**src/rtl/store_pkg.sv**
```systemverilog
// Shared definitions for the store buffer: funct3 encodings and the queued entry format.
package store_pkg;

   localparam int SB_AW = 32;

   localparam logic [2:0] F3_SB = 3'b000;
   localparam logic [2:0] F3_SH = 3'b001;
   localparam logic [2:0] F3_SW = 3'b010;

   typedef struct packed {
      logic [SB_AW-3:0] word_addr;
      logic [31:0]      wdata;
      logic [3:0]       be;
   } sb_entry_t;

endpackage

```
**src/rtl/store_align.sv**
```systemverilog
// Lane alignment of a formatted store onto the 32-bit word, with legality of the size/offset pair.
module store_align
   import store_pkg::*;
#(
   parameter int AW = 32
) (
   input  logic [AW-1:0] st_addr,
   input  logic [31:0]   st_data,
   input  logic [2:0]    st_funct3,
   output sb_entry_t     entry,
   output logic          legal
);

   logic [1:0] off;

   assign off = st_addr[1:0];

   // Narrow stores replicate their data across all lanes so the byte enables alone pick the target bytes.
   always_comb begin
      entry           = '0;
      legal           = 1'b0;
      entry.word_addr = (SB_AW-2)'(st_addr[AW-1:2]);
      case (st_funct3)
         F3_SB: begin
            legal       = 1'b1;
            entry.be    = 4'b0001 << off;
            entry.wdata = {4{st_data[7:0]}};
         end
         F3_SH: begin
            legal       = ~off[0];
            entry.be    = off[1] ? 4'b1100 : 4'b0011;
            entry.wdata = {2{st_data[15:0]}};
         end
         F3_SW: begin
            legal       = (off == 2'b00);
            entry.be    = 4'b1111;
            entry.wdata = st_data;
         end
         default: begin
            legal = 1'b0;
         end
      endcase
   end

endmodule

```
**src/rtl/store_buffer.sv**
```systemverilog
// FIFO of committed stores draining to the data-memory write port, with a same-word hazard flag for loads.
module store_buffer
   import store_pkg::*;
#(
   parameter int DEPTH = 4,
   parameter int AW    = 32
) (
   input  logic                     clk,
   input  logic                     rst,
   input  logic                     st_valid,
   output logic                     st_ready,
   input  logic [AW-1:0]            st_addr,
   input  logic [31:0]              st_data,
   input  logic [2:0]               st_funct3,
   output logic                     st_err,
   output logic                     mem_valid,
   input  logic                     mem_ready,
   output logic [AW-3:0]            mem_addr,
   output logic [31:0]              mem_wdata,
   output logic [3:0]               mem_be,
   input  logic [AW-1:0]            ld_addr,
   output logic                     ld_hazard,
   output logic [$clog2(DEPTH):0]   count
);

   localparam int PW = $clog2(DEPTH);
   localparam int CW = PW + 1;

   sb_entry_t         entries_q [DEPTH];
   sb_entry_t         alignEntry;
   sb_entry_t         headEntry;
   logic              alignLegal;
   logic [PW-1:0]     wrPtr_q, wrPtr_d;
   logic [PW-1:0]     rdPtr_q, rdPtr_d;
   logic [CW-1:0]     count_q, count_d;
   logic              stErr_q, stErr_d;
   logic              accept, enq, deq;
   logic [1:0]        unusedLdOff;

   store_align #(
      .AW (AW)
   ) u_align (
      .st_addr   (st_addr),
      .st_data   (st_data),
      .st_funct3 (st_funct3),
      .entry     (alignEntry),
      .legal     (alignLegal)
   );

   assign st_ready  = (count_q != CW'(DEPTH));
   assign accept    = st_valid && st_ready;
   assign enq       = accept && alignLegal;
   assign mem_valid = (count_q != '0);
   assign deq       = mem_valid && mem_ready;

   // Pointers wrap naturally on a power-of-two depth; count alone tells full from empty.
   always_comb begin
      wrPtr_d = wrPtr_q;
      rdPtr_d = rdPtr_q;
      count_d = count_q;
      stErr_d = accept && !alignLegal;
      if (enq) begin
         wrPtr_d = wrPtr_q + PW'(1);
      end
      if (deq) begin
         rdPtr_d = rdPtr_q + PW'(1);
      end
      if (enq && !deq) begin
         count_d = count_q + CW'(1);
      end else if (!enq && deq) begin
         count_d = count_q - CW'(1);
      end
   end

   always_ff @(posedge clk or posedge rst) begin
      if (rst) begin
         wrPtr_q <= '0;
         rdPtr_q <= '0;
         count_q <= '0;
         stErr_q <= 1'b0;
      end else begin
         wrPtr_q <= wrPtr_d;
         rdPtr_q <= rdPtr_d;
         count_q <= count_d;
         stErr_q <= stErr_d;
      end
   end

   always_ff @(posedge clk or posedge rst) begin
      if (rst) begin
         for (int i = 0; i < DEPTH; i++) begin
            entries_q[i] <= '0;
         end
      end else if (enq) begin
         entries_q[wrPtr_q] <= alignEntry;
      end
   end

   assign headEntry = entries_q[rdPtr_q];
   assign mem_addr  = (AW-2)'(headEntry.word_addr);
   assign mem_wdata = headEntry.wdata;
   assign mem_be    = mem_valid ? headEntry.be : 4'b0000;
   assign st_err    = stErr_q;
   assign count     = count_q;

   assign unusedLdOff = ld_addr[1:0];

   // A slot is live when its distance from the head is below the occupancy.
   always_comb begin
      logic [PW-1:0] slotOff;
      ld_hazard = 1'b0;
      slotOff   = '0;
      for (int i = 0; i < DEPTH; i++) begin
         slotOff = PW'(i) - rdPtr_q;
         if ((CW'(slotOff) < count_q) &&
             (entries_q[i].word_addr == (SB_AW-2)'(ld_addr[AW-1:2]))) begin
            ld_hazard = 1'b1;
         end
      end
   end

endmodule

```
**config.mk**
```make
export PLATFORM = sky130hd
export DESIGN_NAME = store_buffer
export DESIGN_NICKNAME = d
export VERILOG_FILES = /design/src/rtl/store_pkg.sv /design/src/rtl/store_align.sv /design/src/rtl/store_buffer.sv
export SDC_FILE = /design/constraint.sdc
export NUM_CORES = 1
export LEC_CHECK = 0
export CORE_MARGIN = 2
export CORE_UTILIZATION = 35
export CTS_CLUSTER_DIAMETER = 80
export DETAILED_ROUTE_END_ITERATION = 12
export HOLD_SLACK_MARGIN = 0.15
export PLACE_DENSITY_LB_ADDON = 0.2
export SKIP_LAST_GASP = 1
export SYNTH_ARGS = -nofsm -noshare
export SYNTH_HDL_FRONTEND = slang
export SYNTH_SLANG_ARGS = --single-unit
```
**constraint.sdc**
```tcl
create_clock -name clk -period 12.6 [get_ports clk]
set_clock_uncertainty 0.2 [all_clocks]
set_input_delay 1.89 -clock clk [delete_from_list [all_inputs] [get_ports clk]]
set_output_delay 1.89 -clock clk [all_outputs]
set_load 0.02 [all_outputs]
```
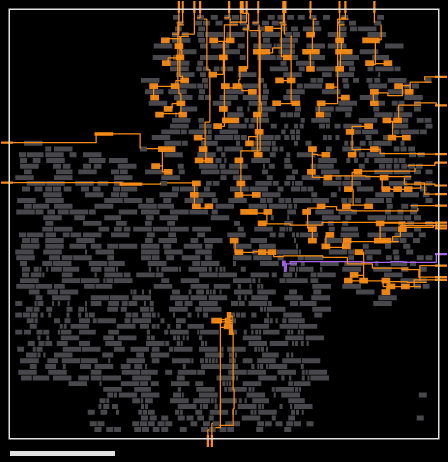
run_1/port_nets.png
Scale bar: 50 um.
legend:
  st_addr:
    colour: orange
    bits: 32
    direction: input
    edge: 15 north, 13 east, 2 south, 2 west
    end_cells: 128
    buffers: 32
    wire: 2190 um
  mem_ready:
    colour: purple
    bits: 1
    direction: input
    edge: east
    end_cells: 2
    buffers: 1
    wire: 84.3 um
Ports: 176
port buffer count: 173

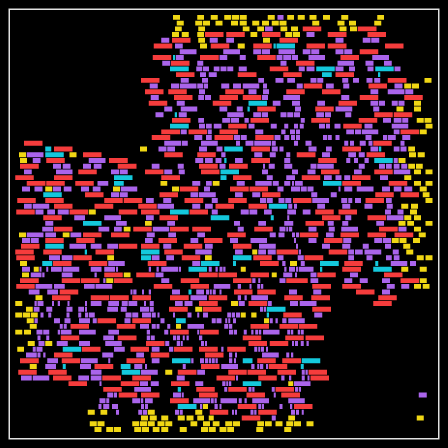
run_1/cell_classes.png
legend:
  all other logic:
    colour: purple
    cells: 687
  clock drivers and dummy loads:
    colour: cyan
    cells: 57
  other buffers and delay cells:
    colour: yellow
    cells: 184
  flip-flops:
    colour: red
    cells: 272
Core Rows: 73
Finished Cell Area: 0.01702 sq mm
sequential cell area share: 40.04%
fin util: 43.13%
core area: 0.03946 sq mm

==> flow_summary.ini, run 1 <==
; yosys + openroad results
[status]
status = finished, final reports clean

[finish]
sh_comb_area_pct = 39.49
stdcell_count = 1725
fillers = 3767
nMultiInputCombCells = 676
largestClassByArea = sequential cells
antenna_cells = 0
comb_area_sq_mm = 0.006720
drive_gt1_share_pct = 29.42
inverters = 11
regArea_sq_mm = 0.006814
seq_cell_count = 272

[placed_design]
placed_area_sq_mm = 0.01605
gp_congestion = 0.8111
pre_cts_ws_ns = 5.683

[clocking]
htreeDepth = 1
cts_buffers = 31
cts-resized-gates = 0

[run]
warning_count = 34

[drt]
firstDrtPassIters = 5
viasPerCell = 5.108
routed_wl_um = 38420
wl_per_cell_um = 22.27

[power]
p_leak_nw = 7.268
power_mw = 4.400

[synthesis]
edf_count = 0
topCellsByArea = dfrtp_1 (49%), mux2_2 (15%), mux4_2 (11%)
mux_share_pct = 29.63
synth-seq-cells = 272
topCombFamilyByArea = multiplexers
ys_seq_share_pct = 48.89
ys_sh_aoi_pct = 4.377
top_area_share_pct = 48.89

[sta]
finalHoldViolCount = 0
fin_crit_sh_pct = 55.10
fin_tns_setup_ns = 0

[critical_path]
r2r-end = entries_q[51]
r2r_cells = 5
slowest_stage = clkdlybuf4s50_1
endpoint_kind = primary output
cp-endpoint = ld_hazard
startpoint_type = primary input
cp_top_family = simple AND/OR/NAND/NOR gates

[die]
chipArea_sq_mm = 0.04139

[min_path]
hold-path-endpoint = entries_q[69]
hold_class = reg -> reg

[global_route]
grt_pass1_wl_um = 58990
met1_usage_pct = 26.38
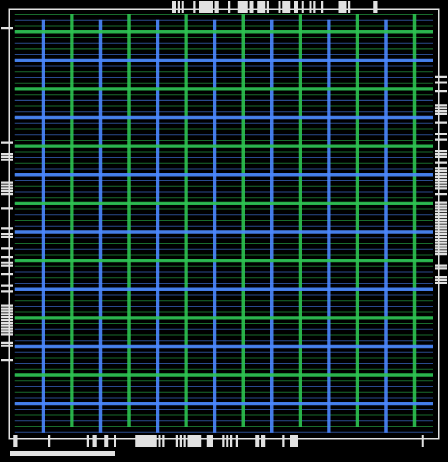
run_1/pdn.png
Scale bar: 50 um. Pins as bars on the die edge.
legend:
  VDD:
    colour: green
  VSS:
    colour: blue
signal pins: 176
rows: 73
Die Ht: 203.4 um
VDD IR max: 0.0001431 V
Die X: 203.4 um

==> run 1: sequential cells by signal, summed over array words and instances, names as in the netlist <==
signal,flops
rdPtr_q,2
st_err,1
count,3
entries_q,264
wrPtr_q,2
==> run 1: tightest hold or removal path: stages (launching register included) <==
cell,delay (ns)
dfrtp_1,0.34
nand2_1,0.05
o21ai_0,0.06
==> run 1: layer usage <==
metal / routed length, um / share of wire (%) / vias to the layer above
met2: 17990 / 47 / 198
met1: 17400 / 45 / 4547
met3: 2430 / 6.3 / 47
met5: 30 / 0.078 / -
li1: - / - / 4013
met4: 570 / 1.5 / 6
==> run 1: power by group <==
group | switching (mW) | total [mW] | internal, mW
logic | 0.860 | 1.93 | 1.07
clock network | 0.361 | 0.854 | 0.493
registers | 0.336 | 1.61 | 1.28
total | 1.56 | 4.40 | 2.84
run_1/final_congestion.png
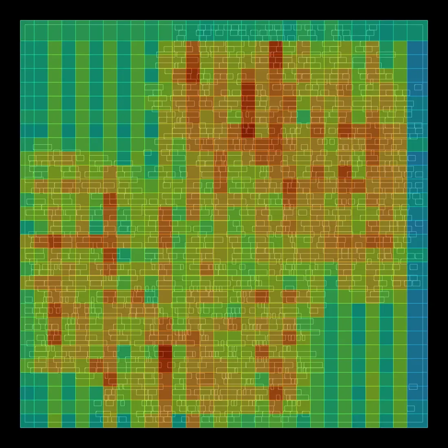

## Run 2: what changed since run 1
Clock period 12.6 ns to 5.9 ns, I/O delays scaled along.
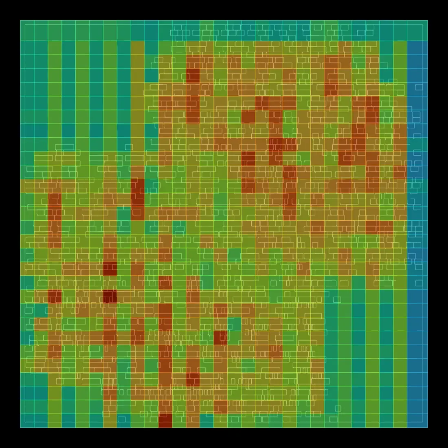
run_2/final_congestion.png
met1 Use GR: 26.30%
met3 Track Usage GR: 4.187%
Global Route Usage Sum: 18.84%
Wirelength per Cell: 22.32 um

==> run 2 against run 1 <==
  * Non-clock buffer count rose by 5
  * Hold slack got worse by 0.0052 ns
  * Critical path depth did not move
  * Synthesized area did not move
  * Combinational power rose by 110%
  * Sequential power rose by 110%
  * Clock power rose by 140%
  * Largest power group unchanged
==> flow_summary.ini, run 2 <==
; yosys + openroad results
[status]
status = finished, final reports clean

[finish]
stdcell_count = 1736
top_register = entries_q
finalInstanceArea_sq_mm = 0.01722
drive_gt1_share_pct = 30.08
sh_seq_area_pct = 39.58
fillers = 3691
comb_area_sq_mm = 0.006720
inverters = 11
utilization_pct = 43.64
largest_register_ffs = 264
antenna_cells = 1
sh_comb_area_pct = 39.03
regArea_sq_mm = 0.006814
seq_cell_count = 272
nMultiInputCombCells = 676

[critical_path]
startpoint_type = primary input
slowest_stage = clkdlybuf4s50_1
endpoint_kind = primary output
r2r_cells = 6
r2r-end = entries_q[69]
cp-endpoint = ld_hazard
cp_top_family = simple AND/OR/NAND/NOR gates

[synthesis]
ys_seq_share_pct = 48.89
top_area_share_pct = 48.89
edf_count = 0
synth.most_common_cell = dfrtp_1
topCellsByArea = dfrtp_1 (49%), mux2_2 (15%), mux4_2 (11%)
synth-seq-cells = 272

[die]
fp-row-count = 73
chipArea_sq_mm = 0.04139
pin_count = 176
fp.dieH_um = 203.4

[power]
p_leak_nw = 7.361
ir_worst_vdd_v = 0.0002537
power_switching_mw = 3.389
power_mw = 9.623
intPower_mw = 6.234
switching_share_pct = 35.22
pwr-share-comb_pct = 43.0
seq_power_share_pct = 35.9
clkPwrFrac_pct = 21.1

[min_path]
hold-path-endpoint = entries_q[137]

[drt]
wl_met2_um = 18090
viasPerCell = 5.134
firstDrtPassIters = 4
met3_length_um = 2314
met1_length_um = 17550
routed_wl_um = 38750

[clocking]
clockBufferDepth = 3
cts-resized-gates = 0
cts_buffers = 35

[sta]
fmax_mhz = 204.7
fin_tns_setup_ns = 0
fin_crit_sh_pct = 82.79
finalHoldViolCount = 0

[placed_design]
gp_congestion = 0.8301
pre_cts_ws_ns = 1.071
placed_area_sq_mm = 0.01613
io_buffers = 173

[run]
warning_count = 32

[global_route]
grt_pass1_wl_um = 58760
run 2: cell counts after synthesis:
No cell type changed its count.
run 2: logic make-up (layout without fill, tap and decap cells):
group	count (synthesis)	in the layout	share of synthesized area [%]
multiplexers	287	287	29.63
flip-flops	272	272	48.89
AND/OR/NAND/NOR	149	149	5.320
XOR/XNOR	127	127	7.990
AND-OR/OR-AND	103	103	4.377
buffers and inverters	80	262	2.840
adder cells (fa/ha/maj)	10	10	0.9527
other	0	1	0
run 2: power groups by stage:
stage          Combinational, mW  Sequential (mW)  Clock [mW]
6_report                    4.14             3.45        2.03
5_1_grt                     4.41             3.58        2.17
4_1_cts                     4.19             3.46        2.08
3_5_place_dp                4.17             3.48           0
3_3_place_gp                4.14             3.45           0
2_1_floorplan               2.80             3.19           0
Power figures rest on the tool's default switching activity, not on a simulated workload.
